File: config.mk
export PLATFORM = sky130hd
export DESIGN_NAME = imem_loader
export DESIGN_NICKNAME = d
export VERILOG_FILES = /design/src/rtl/imem_loader.sv
export SDC_FILE = /design/constraint.sdc
export NUM_CORES = 1
export LEC_CHECK = 0
export CORE_MARGIN = 10
export CORE_UTILIZATION = 57
export DETAILED_ROUTE_END_ITERATION = 8
export MAX_ROUTING_LAYER = met4
export PLACE_DENSITY = 0.85
export SYNTH_ARGS = -nofsm -noshare
export SYNTH_HDL_FRONTEND = slang
export SYNTH_SLANG_ARGS = --single-unit
File: constraint.sdc
create_clock -name clk -period 4.4 [get_ports clk]
set_clock_uncertainty 0.05 [all_clocks]
set_input_delay 0.44 -clock clk [delete_from_list [all_inputs] [get_ports clk]]
set_output_delay 0.44 -clock clk [all_outputs]
set_load 0.005 [all_outputs]
File: src/rtl/imem_loader.sv
// rtl/imem_loader.sv - host word stream to instruction memory loader with core hold and PC launch
module imem_loader #(
    parameter int MAX_WORDS = 1024
) (
    input  logic        clk,
    input  logic        rst_n,
    input  logic        in_valid,
    input  logic [31:0] in_data,
    output logic        in_ready,
    input  logic        load_req,
    output logic        mem_we,
    output logic [31:0] mem_addr,
    output logic [31:0] mem_wdata,
    output logic        cpu_hold,
    output logic        pc_load,
    output logic [31:0] pc_init,
    output logic [15:0] words_loaded,
    output logic        err
);

    typedef enum logic [2:0] {
        S_HDR_PC,
        S_HDR_CNT,
        S_DATA,
        S_WAIT,
        S_LAUNCH,
        S_RUN,
        S_ERR
    } state_t;

    state_t      r_state;
    state_t      w_next;
    logic        w_xfer;
    logic        r_in_ready;
    logic        r_mem_we;
    logic [31:0] r_mem_addr;
    logic [31:0] r_mem_wdata;
    logic        r_cpu_hold;
    logic        r_pc_load;
    logic [31:0] r_pc_init;
    logic [15:0] r_words_loaded;
    logic        r_err;
    logic [31:0] r_ptr;
    logic [31:0] r_remain;

    assign w_xfer       = in_valid && r_in_ready;
    assign in_ready     = r_in_ready;
    assign mem_we       = r_mem_we;
    assign mem_addr     = r_mem_addr;
    assign mem_wdata    = r_mem_wdata;
    assign cpu_hold     = r_cpu_hold;
    assign pc_load      = r_pc_load;
    assign pc_init      = r_pc_init;
    assign words_loaded = r_words_loaded;
    assign err          = r_err;

    always_ff @(posedge clk or negedge rst_n) begin
        if (!rst_n) begin
            r_state <= S_HDR_PC;
        end else begin
            r_state <= w_next;
        end
    end

    always_comb begin
        w_next = r_state;
        case (r_state)
            S_HDR_PC: begin
                if (w_xfer) begin
                    w_next = (in_data[1:0] != 2'b00) ? S_ERR : S_HDR_CNT;
                end
            end
            S_HDR_CNT: begin
                if (w_xfer) begin
                    if (in_data == 32'd0) begin
                        w_next = S_LAUNCH;
                    end else if (in_data > 32'(MAX_WORDS)) begin
                        w_next = S_ERR;
                    end else begin
                        w_next = S_DATA;
                    end
                end
            end
            S_DATA: begin
                if (w_xfer && r_remain == 32'd1) begin
                    w_next = S_WAIT;
                end
            end
            S_WAIT:   w_next = S_LAUNCH;
            S_LAUNCH: w_next = S_RUN;
            S_RUN: begin
                if (load_req) begin
                    w_next = S_HDR_PC;
                end
            end
            S_ERR:    w_next = S_ERR;
            default:  w_next = S_HDR_PC;
        endcase
    end

    // Status outputs are registered from the next state so they line up with it.
    always_ff @(posedge clk or negedge rst_n) begin
        if (!rst_n) begin
            r_in_ready     <= 1'b0;
            r_mem_we       <= 1'b0;
            r_mem_addr     <= 32'd0;
            r_mem_wdata    <= 32'd0;
            r_cpu_hold     <= 1'b1;
            r_pc_load      <= 1'b0;
            r_pc_init      <= 32'd0;
            r_words_loaded <= 16'd0;
            r_err          <= 1'b0;
            r_ptr          <= 32'd0;
            r_remain       <= 32'd0;
        end else begin
            r_in_ready <= (w_next == S_HDR_PC) || (w_next == S_HDR_CNT) || (w_next == S_DATA);
            r_cpu_hold <= (w_next != S_RUN);
            r_pc_load  <= (w_next == S_LAUNCH);
            r_err      <= (w_next == S_ERR);
            r_mem_we   <= 1'b0;

            if (r_state == S_HDR_PC && w_xfer) begin
                r_pc_init <= in_data;
                r_ptr     <= in_data;
            end
            if (r_state == S_HDR_CNT && w_xfer) begin
                r_remain <= in_data;
            end
            if (r_state == S_DATA && w_xfer) begin
                r_mem_we    <= 1'b1;
                r_mem_addr  <= r_ptr;
                r_mem_wdata <= in_data;
                r_ptr       <= r_ptr + 32'd4;
                r_remain    <= r_remain - 32'd1;
                if (r_words_loaded != 16'hFFFF) begin
                    r_words_loaded <= r_words_loaded + 16'd1;
                end
            end
            if (r_state == S_RUN && load_req) begin
                r_words_loaded <= 16'd0;
            end
        end
    end

endmodule

Power grid:
Scale bar: 50 um. Pins as bars on the die edge.
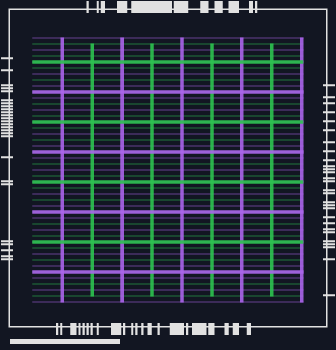
[VSS] purple
[VDD] green
met4 straps: 9
signal pins: 153

Placed cells, one color a class:
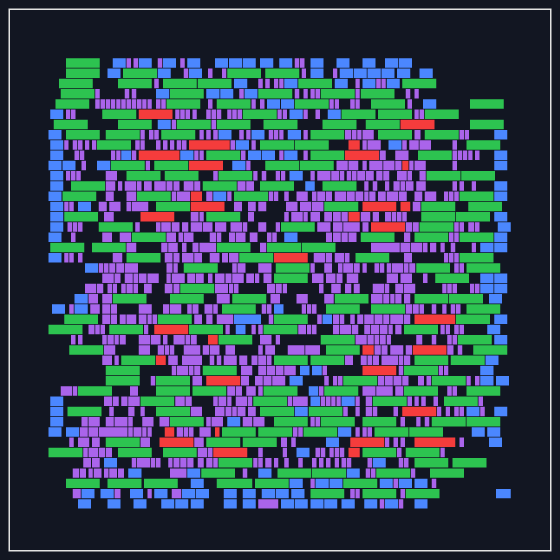
[all other logic] purple | cells: 729
[clock drivers and dummy loads] red | cells: 32
[other buffers and delay cells] blue | cells: 162
[flip-flops] green | cells: 184
final core area utilization: 74.2%
core box area: 14700 um2
Site Rows: 44
Non-Filler Cell Area, Final: 10900 um2

Clock distribution:
Scale bar: 50 um.
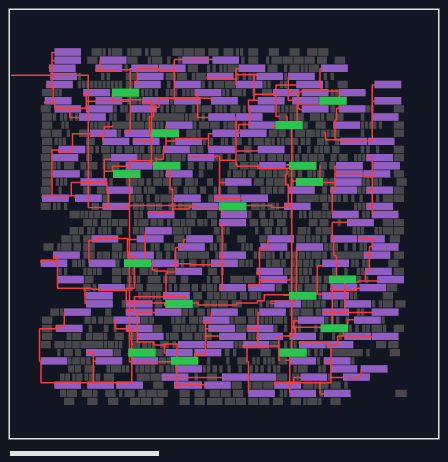
[clock wires] red | length: 2070 um
[flip-flops] purple | count: 184
[cells driving clock nets] green | count: 17
flops lie: spread over the die
routed clock nets: 18

Signal wires by layer:
Scale bar: 50 um.
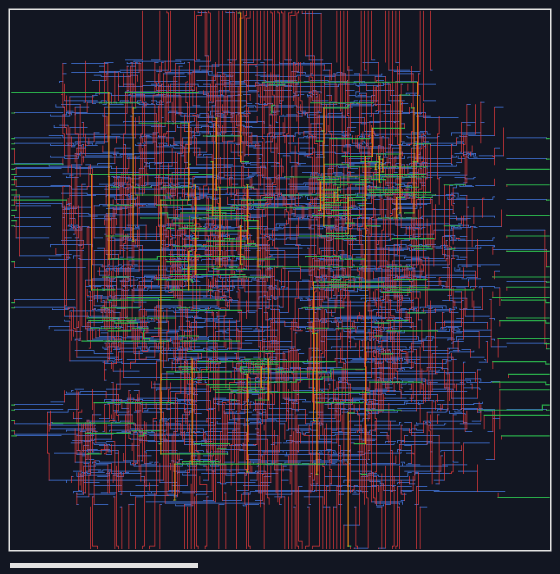
[met1] blue | wire length: 10600 um
[met3] green | wire length: 2110 um
[met2] red | wire length: 12700 um
[met4] orange | wire length: 788 um
global router's overall resource usage: 26.2%
Vias: 8076
Detailed Route WL: 26200 um
average wire per cell in the routed design: 20.3 um

The clock network:
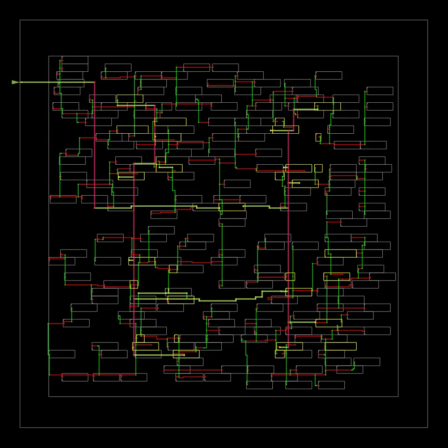
clock tree sinks: 184
cts bufs inserted: 17
clock buf count: 18

==> notes.md <==
* finished clean — result of the run
* 3.06 mW — seq pwr
* 672 nW/um2 — Power Density
* flip-flop — nature of the critical path startpoint
* input port to async pin — path type of the worst min-delay path
* 1.05 ns — worst slack after detailed placement
* 184 — flip-flop and latch count after synthesis
* 0 — Antenna Cells
* 341 x nand2_1, 183 x dfrtp_1, 45 x nand3_1, 42 x nor2_1, 29 x a21oi_1 — synth cell count leaders
* 1134 — # nets final
* 100% — fraction of registers with async set or reset after synthesis
* 62 — CP Max Fanout
* nand2_1 — most popular library cell in the synthesized design by count
* 0.578% — share of synthesized cell area in full adder, half adder and majority cells
* 143 um — chip height
* 5.31% — met3 track demand over resource
* 2.63 mW — combinational power
* 3780 um2 — area used by multi-input combinational logic
* and4bb_1 -> buf_4 -> nand2_4 -> inv_4 -> buf_4 -> nand2_1 -> o311ai_0 -> nand2_1 — crit path cell chain
* 14.8% — Data buffer area share
* 72 — number of library cell types mapped by synthesis
* 0 — Warnings, synthesis
* clkbuf_16 — clock root buffer
* 1031 — Fill cells
* 4610 um2 — FF+latch area
* inv_4 — slowest stage cell on the critical path
* 6.26 — vias per cell
* 52.9% — top cell type's share of synthesized area
* 2110 um — Detail Route met3 WL
* flip-flop — category of the worst setup path capture point
* 35.9% — Logic pwr share
* 12.5% — area fraction in compound gates after synthesis
* 29.2% — post-synthesis simple-gate area fraction
* dfrtp_1 — cell type with the highest aggregate area in the netlist
* dfrtp_1 53%, nand2_1 15%, nand3_1 2.6% — cells taking the most area after synthesis
* flip-flops and latches — largest cell class by area
* 0.328 GHz — timing-limited maximum frequency
* 0 — final setup violation count
* 1.63 mW — power in the clock group
* 0.100 ns — WHS
* 2.59 mW — switching power summed over all nets
* 0.353 mV — IR drop worst, VDD
* 963 — instance count of the mapped netlist
* 40.0% — fraction of met2 tracks used by global routing
* 184 — well tap count
* done — clock tree from TritonCTS
* 1054 — DRT iter0 DRCs
* 1003 — Syn Nets
* 58.9% — starting utilization of the core area
* 53.2% — Seq/Total Area, Yosys
* 4.85 nW — leakage power summed over all cells
* 0.694% — mux share
* 12700 um — met2 WL post-DR
* 10300 um2 — instance area after placement
* 1291 — post-route non-filler standard cell count
* 3.05 ns — time the worst path needs with I/O delays and setup
* flip-flop to flip-flop — crit path kind
* 10600 um — routed metal-1 wire length
* 0.44 ns — clk_lat worst skew
* 0.937 — final estimated routing congestion in global placement
* 0 — number of hold buffers added after CTS
* 0.07 ns — clock input transition at the sequential cells of the worst setup and hold paths
* 0 — initial antenna violation count
* 4.74 mW — Internal Pwr Total
* 25.9% — growth of design area from synthesis to finish
* 41500 um — first-pass GRT wire length
* met2 — layer carrying the most global-route usage
* 8660 um2 — yosys stat area
* 0 — aggregate global routing overflow
* 0 — CTS-repair resized insts
* 20500 um2 — overall die area
* 117 — pin count of the biggest net entering global routing
* 0 — max-capacitance violation count
* 22.3% — part of the power in the clock network
* false — unrepaired setup endpoints after global routing
* 1.35 ns — final critical-path setup slack
* 0 — post-synth tally of flip-flops with integrated enable
* 0 — Final Hold Violating Endpoints
* sequential cells — Top pwr grp
* 2 — maximum clock path buffer count
* 0 ns — aggregate negative setup slack
* 8.99 um2 — per-instance average area after synthesis
* 5.78% — share of layout cells above drive strength 1
* 153 — I/O pin count
* 8660 um2 — mapped cell area
* 716 — Logic Gate Count
[cells by family (layout without fill, tap and decap cells)]
family	Yosys count	count (layout)
AOI/OAI and AO/OA	151	151
and+or+nand+nor	549	549
adders and majority gates	4	4
muxes	6	6
buffers and inverters	63	207
xor gates and xnor gates	6	6
DFF	184	184
[path summary, 6_finish.rpt]
check                           slack [ns]                startpoint  cells after the start                         to
worst min register to register        0.42  mem_addr[16]$_DFFE_PN0P_                      2   mem_addr[16]$_DFFE_PN0P_
min in group clk                      0.42  mem_addr[16]$_DFFE_PN0P_                      2   mem_addr[16]$_DFFE_PN0P_
max in group asynchronous             3.25                     rst_n                      2  mem_wdata[26]$_DFFE_PN0P_
worst max-delay path                  1.35      r_state[0]$_DFF_PN0_                      8   r_remain[29]$_DFFE_PN0P_
worst min-delay path                  0.10                     rst_n                      1     pc_init[5]$_DFFE_PN0P_
worst max register to register        1.35      r_state[0]$_DFF_PN0_                      8   r_remain[29]$_DFFE_PN0P_
[critical path: cells and delay by family, from the launching register on]
| kind | cells | cell delay (ns) |
|---|---|---|
| DFF | 1 | 0.48 |
| and+or+nand+nor | 4 | 0.72 |
| AOI/OAI and AO/OA | 1 | 0.34 |
| buffers and inverters | 3 | 1.30 |
[cells in the final DEF, fill, tap and decap left out, types with 4 or more instances in the layout]
cell and n:
nand2_1 341, a221o_1 5, ha_1 4, o22a_1 5
nor3_1 12, mux2i_1 6, buf_4 9, nand4_1 24
clkinvlp_4 4, clkbuf_16 17, nand3_1 45, xor2_1 4
bufinv_16 4, and3_1 5, nor2_1 41, or3_1 13
a22oi_1 7, o31ai_1 4, clkdlybuf4s50_1 151, dfrtp_1 183
inv_1 12, nor4_1 17, o21ai_0 24, o211ai_1 20
o311ai_0 14, a2bb2oi_1 4, a21o_1 4, or4_1 15
a21oi_1 29
Power and IR drop assume default switching activity.
